==> images/io_placement.png <==
Scale bar: 20 um. Pins as bars across the die edge, other pins in gray.
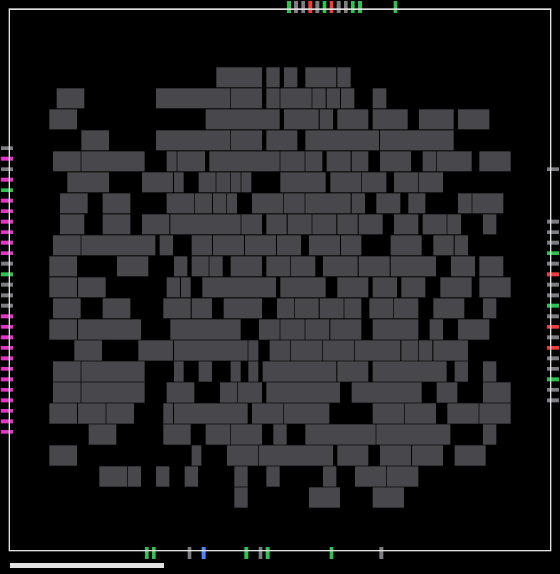
==> images/clocks.png <==
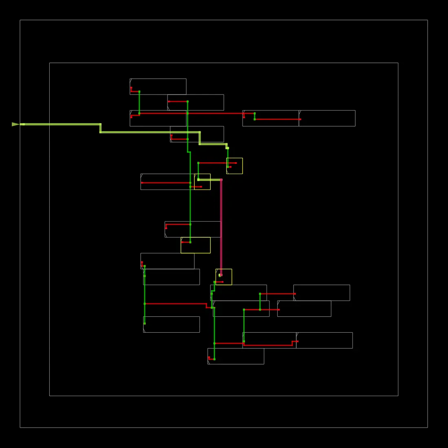
==> images/flops_by_reg.png <==
Scale bar: 20 um.
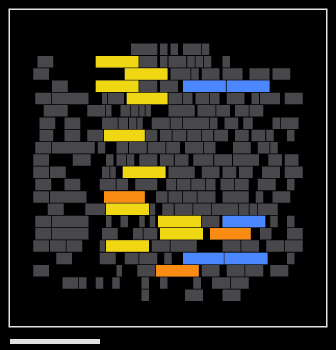
**config.mk**
```make
export PLATFORM = sky130hd
export DESIGN_NAME = dst_reg_pipe_flat
export DESIGN_NICKNAME = d
export VERILOG_FILES = /design/src/rtl/dst_reg_pipe_if.sv /design/src/rtl/dst_reg_pipe.sv /design/src/flat_wrapper.sv
export SDC_FILE = /design/constraint.sdc
export NUM_CORES = 1
export LEC_CHECK = 0
export ABC_AREA = 0
export CAP_MARGIN = 5
export CORE_MARGIN = 5
export CORE_UTILIZATION = 35
export CTS_CLUSTER_DIAMETER = 150
export DETAILED_ROUTE_END_ITERATION = 6
export GPL_TIMING_DRIVEN = 0
export PLACE_DENSITY = 0.76
export SLEW_MARGIN = 40
export SYNTH_ARGS = -nofsm -noshare
export SYNTH_HDL_FRONTEND = slang
export SYNTH_SLANG_ARGS = --single-unit
export TNS_END_PERCENT = 20
```
**constraint.sdc**
```tcl
create_clock -name clk -period 1.4 [get_ports clk]
set_clock_uncertainty 0.15 [all_clocks]
set_input_delay 0.28 -clock clk [delete_from_list [all_inputs] [get_ports clk]]
set_output_delay 0.28 -clock clk [all_outputs]
set_load 0.005 [all_outputs]
```
**src/rtl/dst_reg_pipe_if.sv**
```systemverilog
// Bus bundle for the destination-register tracking pipeline: decode-side
// candidates and controls in, per-stage tracking state and hazard flags out.
interface dst_reg_pipe_if #(
  parameter int AW    = 5,
  parameter int NSRC  = 4,
  parameter int SW    = 2,
  parameter int DEPTH = 3
);
  logic [NSRC*AW-1:0]  src;
  logic [SW-1:0]       sel;
  logic                in_valid;
  logic                in_wen;
  logic                stall;
  logic                flush;
  logic [AW-1:0]       rs_addr;
  logic [AW-1:0]       rt_addr;
  logic [DEPTH*AW-1:0] st_addr;
  logic [DEPTH-1:0]    st_wen;
  logic [DEPTH-1:0]    haz_rs;
  logic [DEPTH-1:0]    haz_rt;
  logic [AW-1:0]       wb_addr;
  logic                wb_wen;

  modport master (
    output src, sel, in_valid, in_wen, stall, flush, rs_addr, rt_addr,
    input  st_addr, st_wen, haz_rs, haz_rt, wb_addr, wb_wen
  );

  modport slave (
    input  src, sel, in_valid, in_wen, stall, flush, rs_addr, rt_addr,
    output st_addr, st_wen, haz_rs, haz_rt, wb_addr, wb_wen
  );
endinterface

```
**src/rtl/dst_reg_pipe.sv**
```systemverilog
// Destination-register select-and-track pipeline: picks the write register,
// carries it with its write-enable through DEPTH stages, and flags RAW matches.
module dst_reg_pipe #(
  parameter int AW          = 5,
  parameter int NSRC        = 4,
  parameter int SW          = 2,
  parameter int DEPTH       = 3,
  parameter int FLUSH_DEPTH = 1
) (
  input logic         clk,
  input logic         rst_n,
  dst_reg_pipe_if.slave bus
);

  logic [DEPTH-1:0][AW-1:0] addr_q, addr_d;
  logic [DEPTH-1:0]         wen_q, wen_d;
  logic [AW-1:0]            d;
  logic                     sel_ok;
  logic                     e;

  // An out-of-range or unknown select matches no candidate, leaving d = 0.
  always_comb begin
    d      = '0;
    sel_ok = 1'b0;
    for (int i = 0; i < NSRC; i++) begin
      if (bus.sel == SW'(i)) begin
        d      = bus.src[i*AW +: AW];
        sel_ok = 1'b1;
      end
    end
  end

  assign e = bus.in_valid && bus.in_wen && sel_ok && (d != '0);

  always_comb begin
    addr_d = addr_q;
    wen_d  = wen_q;
    if (!bus.stall) begin
      addr_d[0] = d;
      wen_d[0]  = e;
      for (int k = 1; k < DEPTH; k++) begin
        addr_d[k] = addr_q[k-1];
        wen_d[k]  = wen_q[k-1];
      end
      // The first unflushed stage would inherit a squashed entry, so it takes a bubble.
      for (int k = 0; k < DEPTH; k++) begin
        if (bus.flush && (k == FLUSH_DEPTH)) begin
          addr_d[k] = '0;
          wen_d[k]  = 1'b0;
        end
      end
    end
    for (int k = 0; k < DEPTH; k++) begin
      if (bus.flush && (k < FLUSH_DEPTH)) begin
        addr_d[k] = '0;
        wen_d[k]  = 1'b0;
      end
    end
  end

  always_ff @(posedge clk or negedge rst_n) begin
    if (!rst_n) begin
      addr_q <= '0;
      wen_q  <= '0;
    end else begin
      addr_q <= addr_d;
      wen_q  <= wen_d;
    end
  end

  always_comb begin
    bus.haz_rs = '0;
    bus.haz_rt = '0;
    for (int k = 0; k < DEPTH; k++) begin
      bus.haz_rs[k] = wen_q[k] && (addr_q[k] == bus.rs_addr) && (bus.rs_addr != '0);
      bus.haz_rt[k] = wen_q[k] && (addr_q[k] == bus.rt_addr) && (bus.rt_addr != '0);
    end
  end

  assign bus.st_addr = addr_q;
  assign bus.st_wen  = wen_q;
  assign bus.wb_addr = addr_q[DEPTH-1];
  assign bus.wb_wen  = wen_q[DEPTH-1];

endmodule

```
**src/flat_wrapper.sv**
```systemverilog
// flat-port wrapper written by rule: the top's interface ports become plain ports
module dst_reg_pipe_flat 
#(
  parameter int AW          = 5,
  parameter int NSRC        = 4,
  parameter int SW          = 2,
  parameter int DEPTH       = 3,
  parameter int FLUSH_DEPTH = 1
)
  (clk, rst_n, bus_src, bus_sel, bus_in_valid, bus_in_wen, bus_stall, bus_flush, bus_rs_addr, bus_rt_addr, bus_st_addr, bus_st_wen, bus_haz_rs, bus_haz_rt, bus_wb_addr, bus_wb_wen);
  dst_reg_pipe_if #(.AW(AW), .NSRC(NSRC), .SW(SW), .DEPTH(DEPTH)) bus_i ();
  input logic clk;
  input logic rst_n;
  input wire logic [$bits(bus_i.src)-1:0] bus_src;
  input wire logic [$bits(bus_i.sel)-1:0] bus_sel;
  input wire logic [$bits(bus_i.in_valid)-1:0] bus_in_valid;
  input wire logic [$bits(bus_i.in_wen)-1:0] bus_in_wen;
  input wire logic [$bits(bus_i.stall)-1:0] bus_stall;
  input wire logic [$bits(bus_i.flush)-1:0] bus_flush;
  input wire logic [$bits(bus_i.rs_addr)-1:0] bus_rs_addr;
  input wire logic [$bits(bus_i.rt_addr)-1:0] bus_rt_addr;
  output wire logic [$bits(bus_i.st_addr)-1:0] bus_st_addr;
  output wire logic [$bits(bus_i.st_wen)-1:0] bus_st_wen;
  output wire logic [$bits(bus_i.haz_rs)-1:0] bus_haz_rs;
  output wire logic [$bits(bus_i.haz_rt)-1:0] bus_haz_rt;
  output wire logic [$bits(bus_i.wb_addr)-1:0] bus_wb_addr;
  output wire logic [$bits(bus_i.wb_wen)-1:0] bus_wb_wen;
  assign bus_i.src = bus_src;
  assign bus_i.sel = bus_sel;
  assign bus_i.in_valid = bus_in_valid;
  assign bus_i.in_wen = bus_in_wen;
  assign bus_i.stall = bus_stall;
  assign bus_i.flush = bus_flush;
  assign bus_i.rs_addr = bus_rs_addr;
  assign bus_i.rt_addr = bus_rt_addr;
  assign bus_st_addr = bus_i.st_addr;
  assign bus_st_wen = bus_i.st_wen;
  assign bus_haz_rs = bus_i.haz_rs;
  assign bus_haz_rt = bus_i.haz_rt;
  assign bus_wb_addr = bus_i.wb_addr;
  assign bus_wb_wen = bus_i.wb_wen;
  dst_reg_pipe #(.AW(AW), .NSRC(NSRC), .SW(SW), .DEPTH(DEPTH), .FLUSH_DEPTH(FLUSH_DEPTH)) u_core (.clk(clk), .rst_n(rst_n), .bus(bus_i));
endmodule
```
==> ci_impl_report.md <==
## Synthesis and layout report

| Metric | Value |
|---|---|
| Outcome | finished, violations left |
| Failing checks | negative setup slack |
| Final Max Slew Viols | 0 |
| Area grow syn2layout | 82.3% |
| Yosys aoi share | 3.98% |
| Setup violators final | 22 |
| FF-to-FF setup slack | 0.13 ns |
| Synth Warn # | 0 |
| R2r endpoint | u_core.bus.wb_addr[2] |
| OpenROAD warnings | 29 |
| Design area | 0.00229 mm^2 |
| Combinational share of cell area | 37.3% |
| Pwr Total | 0.00150 W |
| Comb pwr | 0.000563 W |
| Synth area leader | dfrtp_1 |
| Most instantiated logic cells after routing | 32 x buf_6, 23 x clkdlybuf4s50_1, 16 x buf_2 |
| Syn avg cell area | 10.8 um^2 |
| Top area cell types | dfrtp_1 36%, xnor2_1 13%, xor2_1 8.4% |
| Final-layout non-clock buffer area share | 38.2% |
| Top cell area share | 35.9% |
| Share of cells above drive strength 1 | 56.2% |
| Signal inverters | 0 |
| Die area | 0.00489 mm^2 |
| Top Usage Layer GRT | met2 |
| Static leakage | 1.03 nW |
| Period utilisation layout | 139% |
| Power share of the sequential group | 40.7% |
| Main synth FF type | dfrtp_1 |
| Met3 wire len | 335 um |
| Ys cells | 116 |
| Vias in the first global route | 1384 |
| CP max FO | 3 |
| Fin. Hold Viols | 0 |
| RSZ-0062 raised after global routing | true |
| CTS max path bufs | 2 |
| Met1 Use GR | 18.8% |
| RR Startpoint | u_core.bus.st_addr[7] |
| Met2 GRT Util | 32.9% |
| Simple share | 14.5% |
| Row count | 21 |
| Top power group | registers |
| Place WS | -1.12 ns |
| # DRC | 0 |
| Max-slew headroom | 70.3% |
| Worst Reg-to-Reg Cells | 4 |
| Postcts setup bufs | 18 |
| Detail Placement HPWL | 2.97 mm |
| Critical path, cell by cell | xnor2_1, nand4_1, nor4_2, buf_2 |
| Non-clock buffers | 101 |
| Detailed Routing Iterations Pass 1 | 4 |
| Fp util | 36.8% |
| Sequential share of the synthesized area | 35.9% |
| Critical path's slowest cell | dfrtp_2 |
| Clock power share | 21.8% |
| Multi-input comb cells | 87 |
| Final Instance Count excl. Fillers | 256 |
| # port buffers | 65 |
| Setup ws final | -0.547 ns |
| Crit path depth | 4 |
| Cell Type Count | 24 |
| Via density | 5.09 |
| Metal2 WL | 2.31 mm |
| Worst Hold Class | primary input to asynchronous set/reset pin |
| Peak supply drop | 0.297 mV |
| Max-area cell class | non-clock buffers |
| Root Buffer | clkbuf_4 |
| Async S/R FF share, synth | 100% |
| Clk latency late pin | 0.30 ns |
| Adder-cell share of the synthesized area | 0% |
| N_taps | 46 |
| IO Count | 68 |
-- io_placement.png (at the start) --
[`bus_rs_addr`] red | pins: 5 | direction: input | edge: 3 east, 2 north
[`bus_st_addr`] green | pins: 15 | direction: output | edge: 5 north, 5 south, 3 east, 2 west
[`bus_stall`] blue | pins: 1 | direction: input | edge: south
[`bus_src`] magenta | pins: 20 | direction: input | edge: west
all pins by edge: 28 west, 19 east, 12 north, 9 south

-- clocks.png (at the start) --
clock group total power: 0.000329 W
Clock buffer cells: 4
flop count: 18
CTS sink cnt: 18
number of buffers created by CTS: 3

-- flops_by_reg.png (at the start) --
[`u_core.bus.st_addr`] yellow | placed flops: 10
[`u_core.bus.st_wen`] orange | placed flops: 3
[`u_core.bus.wb_addr`] blue | placed flops: 5
post-layout util: 67.0%
area occupied by registers: 467 um^2
sequential portion of the cell area: 20.4%

No activity file was given, so power comes from the tool's default toggle rates.
